## src/rtl/display_nhex.sv

```systemverilog
// Time-multiplexed common-anode 7-segment scanner for NUM_DIGITS hex digits with
// per-digit decimal point, enable mask, leading-zero blanking, ghost guard and frame-synchronous latching.
`timescale 1ns/1ps
module display_nhex #(
    parameter int NUM_DIGITS       = 8,
    parameter int CYCLES_PER_DIGIT = 25000,
    parameter int GUARD            = 250
) (
    input  logic                    clk,
    input  logic                    reset,
    input  logic [4*NUM_DIGITS-1:0] data,
    input  logic [NUM_DIGITS-1:0]   dp,
    input  logic [NUM_DIGITS-1:0]   digit_en,
    input  logic                    blank_lz,
    output logic [6:0]              seg,
    output logic                    dp_n,
    output logic [NUM_DIGITS-1:0]   strobe,
    output logic                    frame_start
);
    localparam int CNT_W = $clog2(CYCLES_PER_DIGIT);
    localparam int IDX_W = $clog2(NUM_DIGITS);
    localparam logic [CNT_W-1:0] CNT_LAST = CNT_W'(CYCLES_PER_DIGIT - 1);
    localparam logic [IDX_W-1:0] IDX_LAST = IDX_W'(NUM_DIGITS - 1);
    localparam logic [CNT_W-1:0] GUARD_C  = CNT_W'(GUARD);

    // Active-low segment pattern, bit 6 = G ... bit 0 = A.
    function automatic logic [6:0] hex_to_seg(input logic [3:0] nib);
        logic [6:0] s;
        case (nib)
            4'h0:    s = 7'b1000000;
            4'h1:    s = 7'b1111001;
            4'h2:    s = 7'b0100100;
            4'h3:    s = 7'b0110000;
            4'h4:    s = 7'b0011001;
            4'h5:    s = 7'b0010010;
            4'h6:    s = 7'b0000010;
            4'h7:    s = 7'b1111000;
            4'h8:    s = 7'b0000000;
            4'h9:    s = 7'b0010000;
            4'hA:    s = 7'b0001000;
            4'hB:    s = 7'b0000011;
            4'hC:    s = 7'b1000110;
            4'hD:    s = 7'b0100001;
            4'hE:    s = 7'b0000110;
            default: s = 7'b0001110;
        endcase
        return s;
    endfunction

    logic [CNT_W-1:0]        cnt_q, cnt_d;
    logic [IDX_W-1:0]        idx_q, idx_d;
    logic [4*NUM_DIGITS-1:0] data_sh_q, data_sh_d;
    logic [NUM_DIGITS-1:0]   dp_sh_q, dp_sh_d;
    logic [NUM_DIGITS-1:0]   en_sh_q, en_sh_d;
    logic                    blz_sh_q, blz_sh_d;
    logic [6:0]              seg_q, seg_d;
    logic                    dp_n_q, dp_n_d;
    logic [NUM_DIGITS-1:0]   strobe_q, strobe_d;
    logic                    frame_start_q, frame_start_d;

    logic                    latch;
    logic [NUM_DIGITS-1:0]   blank_mask;
    logic [3:0]              cur_nib;

    assign latch = (idx_q == '0) && (cnt_q == '0);

    // Slot counter and digit index.
    always_comb begin
        cnt_d = cnt_q + 1'b1;
        idx_d = idx_q;
        if (cnt_q == CNT_LAST) begin
            cnt_d = '0;
            idx_d = (idx_q == IDX_LAST) ? '0 : idx_q + 1'b1;
        end
    end

    // Shadow copies only move at the frame boundary so a frame never mixes old and new data.
    always_comb begin
        data_sh_d = data_sh_q;
        dp_sh_d   = dp_sh_q;
        en_sh_d   = en_sh_q;
        blz_sh_d  = blz_sh_q;
        if (latch) begin
            data_sh_d = data;
            dp_sh_d   = dp;
            en_sh_d   = digit_en;
            blz_sh_d  = blank_lz;
        end
    end

    // A digit is a leading zero when it and every more-significant digit is 0 with no dp lit.
    always_comb begin : blank_calc
        logic zero_hi;
        zero_hi    = 1'b1;
        blank_mask = '0;
        for (int i = NUM_DIGITS - 1; i >= 1; i--) begin
            zero_hi       = zero_hi & (data_sh_q[4*i +: 4] == 4'h0) & ~dp_sh_q[i];
            blank_mask[i] = blz_sh_q & zero_hi;
        end
    end

    assign cur_nib = data_sh_q[{idx_q, 2'b00} +: 4];

    always_comb begin
        seg_d         = 7'h7F;
        dp_n_d        = 1'b1;
        strobe_d      = '1;
        frame_start_d = latch;
        if (cnt_q >= GUARD_C && en_sh_q[idx_q] && !blank_mask[idx_q]) begin
            for (int i = 0; i < NUM_DIGITS; i++) begin
                strobe_d[i] = (idx_q != IDX_W'(i));
            end
            seg_d  = hex_to_seg(cur_nib);
            dp_n_d = ~dp_sh_q[idx_q];
        end
    end

    // NOTE: state registers use non-blocking assignments so every flop samples pre-edge values.
    always_ff @(posedge clk or posedge reset) begin
        if (reset) begin
            cnt_q         <= '0;
            idx_q         <= '0;
            data_sh_q     <= '0;
            dp_sh_q       <= '0;
            en_sh_q       <= '0;
            blz_sh_q      <= 1'b0;
            seg_q         <= 7'h7F;
            dp_n_q        <= 1'b1;
            strobe_q      <= '1;
            frame_start_q <= 1'b0;
        end else begin
            cnt_q         <= cnt_d;
            idx_q         <= idx_d;
            data_sh_q     <= data_sh_d;
            dp_sh_q       <= dp_sh_d;
            en_sh_q       <= en_sh_d;
            blz_sh_q      <= blz_sh_d;
            seg_q         <= seg_d;
            dp_n_q        <= dp_n_d;
            strobe_q      <= strobe_d;
            frame_start_q <= frame_start_d;
        end
    end

    assign seg         = seg_q;
    assign dp_n        = dp_n_q;
    assign strobe      = strobe_q;
    assign frame_start = frame_start_q;
endmodule

```

## config.mk

```make
export PLATFORM = sky130hd
export DESIGN_NAME = display_nhex
export DESIGN_NICKNAME = d
export VERILOG_FILES = /design/src/rtl/display_nhex.sv
export SDC_FILE = /design/constraint.sdc
export NUM_CORES = 1
export LEC_CHECK = 0
export CORE_AREA = 3 3 107 109
export DETAILED_ROUTE_END_ITERATION = 10
export DIE_AREA = 0 0 110 112
export MAX_ROUTING_LAYER = met4
export PLACE_DENSITY = 0.67
export SYNTH_ARGS = -nofsm -noshare
export SYNTH_HDL_FRONTEND = slang
export SYNTH_SLANG_ARGS = --single-unit
```

## constraint.sdc

```tcl
create_clock -name clk -period 2.99 [get_ports clk]
set_clock_uncertainty 0.15 [all_clocks]
set_input_delay 0.299 -clock clk [delete_from_list [all_inputs] [get_ports clk]]
set_output_delay 0.299 -clock clk [all_outputs]
set_load 0.1 [all_outputs]
```

run_1/met4.png
Scale: 4 px per um. Supply wires on this layer in gray.
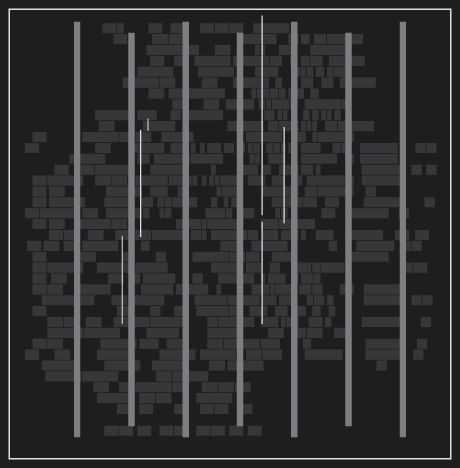
wire length on this layer: 150 um
nets with wire on the layer: 2
longest straight run: 49.6 um
main direction: vertical
share of all routed wire: 1.7%

run_1/final_clocks.png
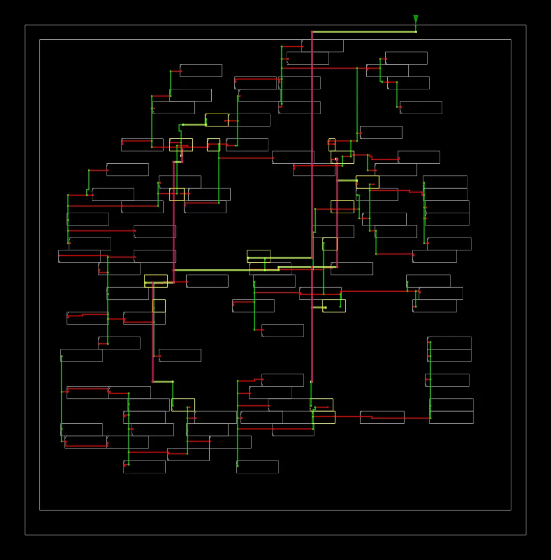
clock network power consumption: 0.000768 W
clock latency at the later pin of the worst-skew pair: 0.36 ns
layout sequential cell count: 84

run_1/metal_stack.png
Scale: 4 px per um.
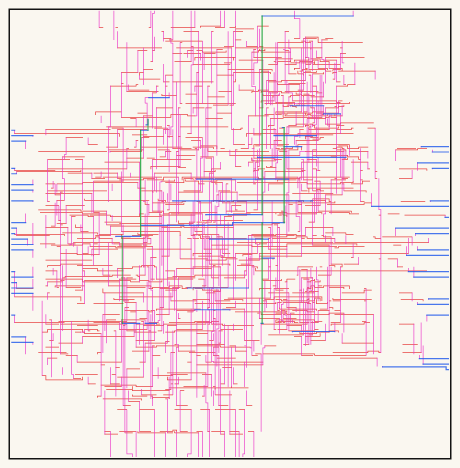
[magenta] met2 | wire length: 3940 um
[green] met4 | wire length: 150 um
[red] met1 | wire length: 4070 um
[blue] met3 | wire length: 483 um

run_1/registers.png
Scale: 4 px per um. Other sequential cells in the stronger gray, the rest of the logic in the fainter gray.
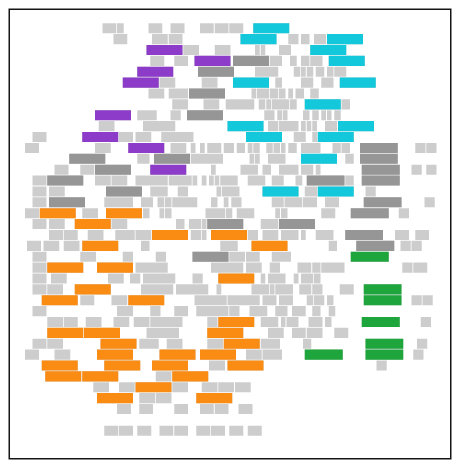
[purple] `en_sh_q` | placed flops: 8
[orange] `data_sh_q` | placed flops: 32
[green] `seg` | placed flops: 7
[cyan] `cnt_q` | placed flops: 15
not colored: 22

## run 1: metal layers
layer | global-route usage, % | share of wire [%] | vias to the layer above
li1 | - | - | 1281
met1 | 21.9 | 47 | 1328
met2 | 22.2 | 46 | 76
met3 | 2.43 | 5.6 | 15
met4 | 5.74 | 1.7 | 0
met5 | - | 0 | -
## run 1: kinds of logic (layout without fill, tap and decap cells)
kind of cell | count (synthesis) | count (layout)
xor gates and xnor gates | 13 | 13
AOI/OAI and AO/OA | 15 | 15
and+or+nand+nor | 90 | 90
buffers and inverters | 23 | 102
muxes | 72 | 72
adders and majority gates | 15 | 15
DFF | 84 | 84
## run 1: layout make-up
| cell class | count | area (um2) |
|---|---|---|
| flip-flops and latches | 84 | 2120 |
| repair buffers | 77 | 728 |
| fillers | 984 | 5520 |
| clock buffers | 12 | 155 |
| clock inverters | 4 | 32.5 |
| inverters | 9 | 35.0 |
| well taps | 140 | 175 |
| multi-input cells | 205 | 1930 |
## run 1: state kept, by name, indices dropped and copies added, names as in the netlist
signal       cells
data_sh_q       32
cnt_q           15
dp_sh_q          8
en_sh_q          8
strobe           8
seg              7
idx_q            3
blz_sh_q         1
dp_n             1
frame_start      1
## run 1: power breakdown
group          total, W  switching, W  internal (W)  leakage (nW)
combinational  0.000179     0.0000672      0.000112         0.993
sequential      0.00120     0.0000271       0.00117         0.990
clock          0.000768      0.000416      0.000352        0.0892
total           0.00214      0.000510       0.00163          2.07
## run 1: worst register-to-register path, delay by kind of cell (launching register included)
family	cells	cell delay, ns
flops	1	0.60
simple gates	1	0.11
buf+inv	1	0.10
mux	4	1.28
fa+ha+maj	1	0.25
==> Table 3: Implementation characteristics, run 1 <==
Physical implementation characteristics

Parameter                              Value

Detailed routing
  Total number of vias    2700
  Mean routed wirelength per cell    16.3 um

Timing
  Sum of negative setup slack    0 ns
  Final tally of setup violations    0
  Headroom to the max-slew limit    48.0%
  Final Hold Viols    0
  Final cycle utilization of the critical path    85.5%

Clock tree
  Setup Fix Bufs, Post-CTS    0
  Cts bufs inserted    9
  Number of gates resized after cts    0
  Hold-fix buffers at CTS    0

Worst setup path
  Class of the most critical setup path    reg -> reg
  Endpoint of the worst register-to-register path    seg[3]$_DFF_PP1_
  Worst path depth    7
  CP Cell Sequence    mux4_2 > mux2i_4 > inv_1 > ha_1 > mux2_2 > mux2i_1 > nand3_1
  Library cell contributing the largest single delay on the critical path    sky130_fd_sc_hd__dfrtp_1
  Cell type group with the largest total delay on the critical path    multiplexers
  Cell count of the worst reg-to-reg path    7

Die
  Die extent in y    112 um
  Chip footprint    12300 um2
  CORE AREA    10700 um2
  Width of the chip    110 um
  Boundary Pins    68
  Row cnt    38

Final layout
  Area growth syn-to-layout    24.0%
  Non-filler instance count after layout    531
  Fraction of final layout cells sized beyond drive strength 1    30.9%
  Most frequent standard cell in the layout excluding fill and tap cells    sky130_fd_sc_hd__dfrtp_1

GRT
  Via count of the first global-routing pass    2734
  Overall Global Routing Usage    15.4%

Synthesis
  Post-synth EDFFs    0
  Post-Syn Nets    378
  Cells in synth_stat.txt    312
  Synthesized area per cell    13.4 um2

Outcome
  Status    finished clean

Run
  Number of warning messages in the logs    37

Pwr
  Power Dens Cells    414 nW/um2

Placement
  Sum of net half-perimeters after detailed placement    6410 um
  Input/output buffers    67
==> run 2: changes to the inputs <==
--- a/config.mk
+++ b/config.mk
@@ -10,6 +10,7 @@
 export DIE_AREA = 0 0 110 112
 export MAX_ROUTING_LAYER = met4
 export PLACE_DENSITY = 0.67
+export SLEW_MARGIN = 20
 export SYNTH_ARGS = -nofsm -noshare
 export SYNTH_HDL_FRONTEND = slang
 export SYNTH_SLANG_ARGS = --single-unit
run_2/registers.png
Scale: 4 px per um. Other sequential cells in the stronger gray, the rest of the logic in the fainter gray.
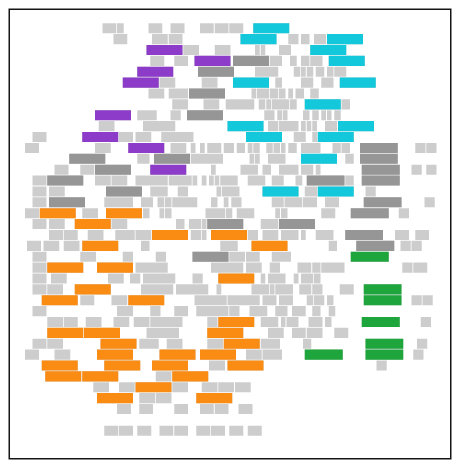
[cyan] `cnt_q` | placed flops: 15
[orange] `data_sh_q` | placed flops: 32
[purple] `en_sh_q` | placed flops: 8
[green] `seg` | placed flops: 7
not colored: 22

==> run 2 against run 1 <==
  * Total power unchanged
  * Via count unchanged
  * Sequential share of layout area unchanged
  * Die size did not move
  * Core utilization is the same
  * Combinational power about the same
  * Sequential power hardly changed
  * Design area unchanged
  * Global-route usage unchanged
==> Table 3: Implementation characteristics, run 2 <==
Physical implementation characteristics

Parameter                              Value

Outcome
  Status    finished clean

Clock tree
  Setup Fix Bufs, Post-CTS    0 (unchanged)
  Clock tree from TritonCTS    done
  Hold-fix buffers at CTS    0 (unchanged)
  Clock latency at the later pin of the worst-skew pair    0.36 ns (about the same)
  Number of gates resized after cts    0 (unchanged)
  Cts bufs inserted    9 (unchanged)

Timing
  Headroom to the max-slew limit    48.0% (unchanged)
  Sum of negative setup slack    0 ns (unchanged)
  Final Hold Viols    0 (unchanged)
  Final cycle utilization of the critical path    85.5% (unchanged)
  Final tally of setup violations    0 (unchanged)

Final layout
  Biggest register    data_sh_q
  Multi-input logic portion of the cell area    37.2% (unchanged)
  Registers with the most flip-flops    data_sh_q: 32 flops, cnt_q: 15 flops
  Fraction of final layout cells sized beyond drive strength 1    30.9% (unchanged)
  Multi-Input Combinational    205 (unchanged)
  Number of clock-tree buffers in the layout    12 (unchanged)
  Clock-cell share of area    3.63% (unchanged)
  Non-clock inverter instance count of the final layout    9 (unchanged)
  Most frequent standard cell in the layout excluding fill and tap cells    sky130_fd_sc_hd__dfrtp_1
  Count of fill cells added during filler insertion    984 (unchanged)
  Largest area class, layout    sequential cells
  Number of flip-flops under the largest register name    32 (unchanged)
  Comb. cell area    1930 um2 (unchanged)
  Layout sequential cell count    84 (unchanged)
  Area used by sequential logic in the layout    2120 um2 (unchanged)
  Signal buf overhead    14.1% (unchanged)
  Flop share of the area    41.0% (unchanged)
  Non-filler instance count after layout    531 (unchanged)
  Area growth syn-to-layout    24.0% (unchanged)
  Count of buffers not belonging to the clock network in the layout    77 (unchanged)

Placement
  Post-placement cell count    515
  Sum of net half-perimeters after detailed placement    6410 um (unchanged)
  Minimum setup slack after placement    0.421 ns
  Input/output buffers    67 (unchanged)

Die
  Die extent in y    112 um (unchanged)
  CORE AREA    10700 um2 (unchanged)
  Chip footprint    12300 um2 (unchanged)
  Width of the chip    110 um (unchanged)
  Boundary Pins    68 (unchanged)

Synthesis
  Dominant cell by count in the synthesized netlist    sky130_fd_sc_hd__dfrtp_1
  Post-synth EDFFs    0 (unchanged)
  Synthesized area per cell    13.4 um2 (unchanged)
  Cells in synth_stat.txt    312 (unchanged)
  Post-Syn Nets    378 (unchanged)
  Largest type area fraction    40.8%

GRT
  Met2 demand-to-capacity share in global routing    22.2% (unchanged)
  Grt peak-use layer    met2
  Met3 layer usage reported by global route    2.43% (unchanged)
  Total gr overflow    0
  Overall Global Routing Usage    15.4% (unchanged)
  Met1 Track Usage GR    21.9% (unchanged)

Detailed routing
  Total number of vias    2700 (unchanged)
  Met1 WL    4070 um (unchanged)
  Uppermost signal routing layer after detailed routing    met4
  Wire length on met2    3940 um (unchanged)
  Routed wire length on met3    483 um (unchanged)

Worst setup path
  Class of the most critical setup path    reg -> reg
  Endpoint kind of the worst setup timing path    flop
  RR Startpoint    idx_q[1]$_DFFE_PP0N_
  Cell count of the worst reg-to-reg path    7 (unchanged)
  CP Launch Type    flop
  Endpoint of the worst register-to-register path    seg[3]$_DFF_PP1_

Pwr
  Power Dens Cells    414 nW/um2 (unchanged)

Run
  Number of warning messages in the logs    37 (unchanged)
==> run 2: cell counts after synthesis <==
Identical to the previous run, type by type.
==> run 2: report_power, final <==
part           internal (W)  leakage, nW  switching (W)
Combinational      0.000112        0.993      0.0000672
Sequential          0.00117        0.990      0.0000271
Clock              0.000352       0.0892       0.000416
==> run 2: worst max-delay path, stage by stage, from the launching register on <==
cell and delay [ns]:
sky130_fd_sc_hd__dfrtp_1 0.60, sky130_fd_sc_hd__mux4_2 0.59, sky130_fd_sc_hd__mux2i_4 0.27, sky130_fd_sc_hd__inv_1 0.10, sky130_fd_sc_hd__ha_1 0.25, sky130_fd_sc_hd__mux2_2 0.28, sky130_fd_sc_hd__mux2i_1 0.14, sky130_fd_sc_hd__nand3_1 0.11
==> run 2: worst max path at each step <==
stage / from / endpoint / slack (ns) / cells after the start
global route: idx_q[1]$_DFFE_PP0N_ / seg[3]$_DFF_PP1_ / 0.22 / 7
global placement: idx_q[1]$_DFFE_PP0N_ / seg[3]$_DFF_PP1_ / 0.53 / 7
floorplan: reset / blz_sh_q$_DFFE_PP0P_ / 0.40 / 1
CTS: idx_q[1]$_DFFE_PP0N_ / seg[3]$_DFF_PP1_ / 0.40 / 7
detailed placement: idx_q[1]$_DFFE_PP0N_ / seg[3]$_DFF_PP1_ / 0.42 / 7
finish: idx_q[1]$_DFFE_PP0N_ / seg[3]$_DFF_PP1_ / 0.43 / 7
==> run 2: logic make-up after synthesis <==
group	after synthesis	synth area share [%]
buffers and inverters	23	3.12
multiplexers	72	23.0
AND-OR/OR-AND	15	3.15
XOR/XNOR	13	2.73
adder cells (fa/ha/maj)	15	4.50
flip-flops	84	50.8
AND/OR/NAND/NOR	90	12.7
run_2/metal_stack.png
Scale: 4 px per um.
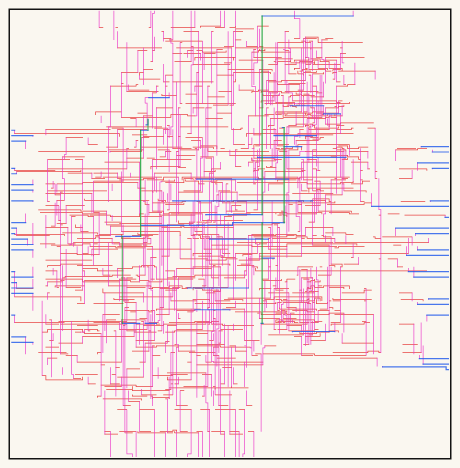

==> run 3: changes to the inputs <==
--- a/config.mk
+++ b/config.mk
@@ -5,11 +5,13 @@
 export SDC_FILE = /design/constraint.sdc
 export NUM_CORES = 1
 export LEC_CHECK = 0
+export CELL_PAD_IN_SITES_DETAIL_PLACEMENT = 1
+export CELL_PAD_IN_SITES_GLOBAL_PLACEMENT = 1
 export CORE_AREA = 3 3 107 109
 export DETAILED_ROUTE_END_ITERATION = 10
 export DIE_AREA = 0 0 110 112
 export MAX_ROUTING_LAYER = met4
-export PLACE_DENSITY = 0.67
+export PLACE_DENSITY = 0.79
 export SLEW_MARGIN = 20
 export SYNTH_ARGS = -nofsm -noshare
 export SYNTH_HDL_FRONTEND = slang
run_3/metal_stack.png
Scale: 4 px per um.
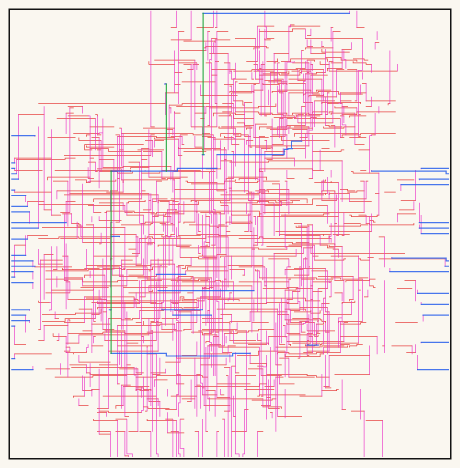
[green] met4 | wire length: 103 um
[blue] met3 | wire length: 405 um
[red] met1 | wire length: 4360 um
[magenta] met2 | wire length: 4530 um
total number of vias: 2724
mean routed wirelength per cell: 17.8 um
Final Routed Wirelength: 9400 um

==> run 3 against run 2 <==
  * Via count rose by 0.89%
  * Non-clock buffer count down 2
  * Largest cell class unchanged
  * Register-to-register slack gained 0.03 ns
  * First-iteration DRC count fell by 22%
  * Combinational power is essentially flat
  * Highest routed layer unchanged
  * Sequential share of layout area is 0.25 points lower
==> Table 3: Implementation characteristics, run 3 <==
Physical implementation characteristics

Parameter                              Value

Detailed routing
  Post-detailed-route DRC marker count    0

Die
  Die extent in y    112 um (unchanged)
  CORE AREA    10700 um2 (unchanged)
  Boundary Pins    68 (unchanged)
  Width of the chip    110 um (unchanged)
  Chip footprint    12300 um2 (unchanged)

Clock tree
  Setup Fix Bufs, Post-CTS    0 (unchanged)
  Clock tree root driver cell    sky130_fd_sc_hd__clkbuf_8
  Clock tree from TritonCTS    done
  Number of gates resized after cts    0 (unchanged)
  Clock latency at the later pin of the worst-skew pair    0.35 ns (about the same)
  Cts bufs inserted    9 (unchanged)
  Hold-fix buffers at CTS    0 (unchanged)

GRT
  Overall Global Routing Usage    17.2% (+1.8 points)
  Total gr overflow    0 (unchanged)

Synthesis
  Synth cell types    47
  Cells in synth_stat.txt    312 (unchanged)
  Multiplexer share of the synthesized area    23.0% (unchanged)
  Area fraction in full adders, half adders and majority gates    4.50% (unchanged)
  AND-OR/OR-AND share of the synthesized area    3.15% (unchanged)
  Post-Syn Nets    378 (unchanged)
  Simple logic cell fraction of the synthesized area    12.7% (unchanged)
  Post-synth EDFFs    0 (unchanged)
  Synthesized area per cell    13.4 um2 (unchanged)
  Parity-gate share of the synthesized area counting xor and xnor cells    2.73% (unchanged)
  Chip area estimate from yosys synthesis    4170 um2
  Dominant cell by count in the synthesized netlist    sky130_fd_sc_hd__dfrtp_1
  Largest type area fraction    40.8% (unchanged)

Worst setup path
  Cell type group with the largest total delay on the critical path    multiplexers
  Class of the most critical setup path    reg -> reg
  Endpoint kind of the worst setup timing path    flop
  CP Cell Sequence    mux4_2 > mux2i_4 > inv_1 > ha_1 > mux2_2 > mux2i_1 > nand3_1
  Largest stage delay on the critical path    0.58 ns (-0.02 ns)
  Library cell contributing the largest single delay on the critical path    sky130_fd_sc_hd__mux4_2
  RR Startpoint    idx_q[1]$_DFFE_PP0N_
  Last element of the critical path    seg[3]$_DFF_PP1_
  Origin of the worst setup path    idx_q[1]$_DFFE_PP0N_
  WP buf/inv    1 (unchanged)
  Worst path depth    7 (unchanged)
  Cell count of the worst reg-to-reg path    7 (unchanged)
  Endpoint of the worst register-to-register path    seg[3]$_DFF_PP1_

Pwr
  Psw    0.000497 W (-2.6%)
  Switching share of power    21.6% (-2.2 points)
  Internal power    0.00180 W (+10%)
  Combinational gate power    0.000181 W (about the same)
  Reported sequential group power    0.00120 W (about the same)
  Power Dens Cells    441 nW/um2 (+6.5%)
  Clock network power consumption    0.000917 W (+19%)
  Share of total power in combinational logic    7.9% (-0.4 points)
  Portion of total power attributed to the clock network    39.9% (+4.1 points)
  Sequential fraction of design power    52.2% (-3.6 points)
  Main power-consuming group    registers

Final layout
  Biggest register    data_sh_q
  Number of flip-flops under the largest register name    32 (unchanged)
  Area growth syn-to-layout    24.8%
  Registers with the most flip-flops    data_sh_q: 32 flops, cnt_q: 15 flops
  Most frequent standard cell in the layout excluding fill and tap cells    sky130_fd_sc_hd__dfrtp_1
  Count of fill cells added during filler insertion    1107 (+13%)
  Fraction of final layout cells sized beyond drive strength 1    30.3% (-0.61 points)

Timing
  Final cycle utilization of the critical path    84.5% (-1.0 points)
  Final Hold Viols    0 (unchanged)
  Headroom to the max-slew limit    50.6% (+2.6 points)
  Sum of negative setup slack    0 ns (unchanged)
  Final tally of setup violations    0 (unchanged)

Outcome
  Status    finished clean

Placement
  Sum of net half-perimeters after detailed placement    7060 um (+10%)
  Input/output buffers    67 (unchanged)

Run
  Number of warning messages in the logs    37 (unchanged)
==> run 3: cell counts after synthesis <==
Identical to the previous run, type by type.
==> run 3: area by class of cell <==
class | count | area, um2 | share of cell area (%)
clock inverter | 3 | 68.8 | 1.32
clock buffer | 13 | 159 | 3.05
tap | 140 | 175 | 3.36
multi-input combinational | 205 | 1930 | 37.1
sequential | 84 | 2120 | 40.7
inverter | 9 | 35.0 | 0.673
timing repair buffer | 75 | 713 | 13.7
==> run 3: worst min-delay path by stage <==
stage	slack (ns)	to	start
final	0.16	cnt_q[13]$_DFF_PP0_	reset
after detailed placement	0.33	en_sh_q[6]$_DFFE_PP0P_	en_sh_q[6]$_DFFE_PP0P_
after global routing	0.22	cnt_q[13]$_DFF_PP0_	reset
after floorplan	0.28	dp_sh_q[0]$_DFFE_PP0P_	dp[0]
after CTS	0.22	cnt_q[13]$_DFF_PP0_	reset
after global placement	0.32	cnt_q[0]$_DFF_PP0_	cnt_q[0]$_DFF_PP0_
==> run 3: metal layers <==
metal  global-route usage [%]  vias up  share of wire, %
met1                     23.9     1374                46
met2                     25.6       61                48
li1                         -     1281                 -
met3                     3.83        8               4.3
met4                     4.24        0               1.1
met5                        -        -                 0
==> run 3: metrics by stage <==
| stage | hold WS, ns | instances | util [%] | setup WS (ns) | total power, W |
|---|---|---|---|---|---|
| 5_1_grt | 0.220 | 529 | 48.7 | 0.288 | 0.00239 |
| 3_3_place_gp | 0.322 | 513 | 46.5 | 0.504 | 0.00140 |
| 2_1_floorplan | 0.284 | 312 | - | 0.402 | 0.00130 |
| 3_5_place_dp | 0.330 | 513 | 46.5 | 0.425 | 0.00141 |
| 4_1_cts | 0.218 | 529 | 48.6 | 0.414 | 0.00233 |
| 6_report | 0.162 | 529 | 48.7 | 0.464 | 0.00230 |

==> screenshots <==
Local utilization.
Scale: 3 px per um. 11 x 11 tiles, from white (low) to dark blue (high), 0 to 100% covered.
picture 1
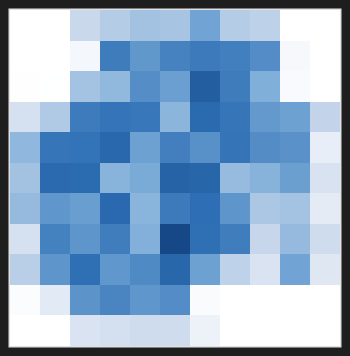
picture 2
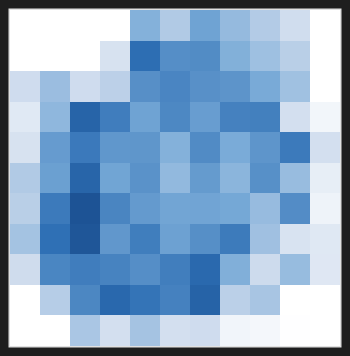
run 3 -> picture 2
run 1 -> picture 1

Key to picture 2:
fullest tile: 86%
nearly empty tiles: 14%
tiles over 75% full: 6.6%
mean over tiles: 41%

Power and IR drop assume default switching activity.
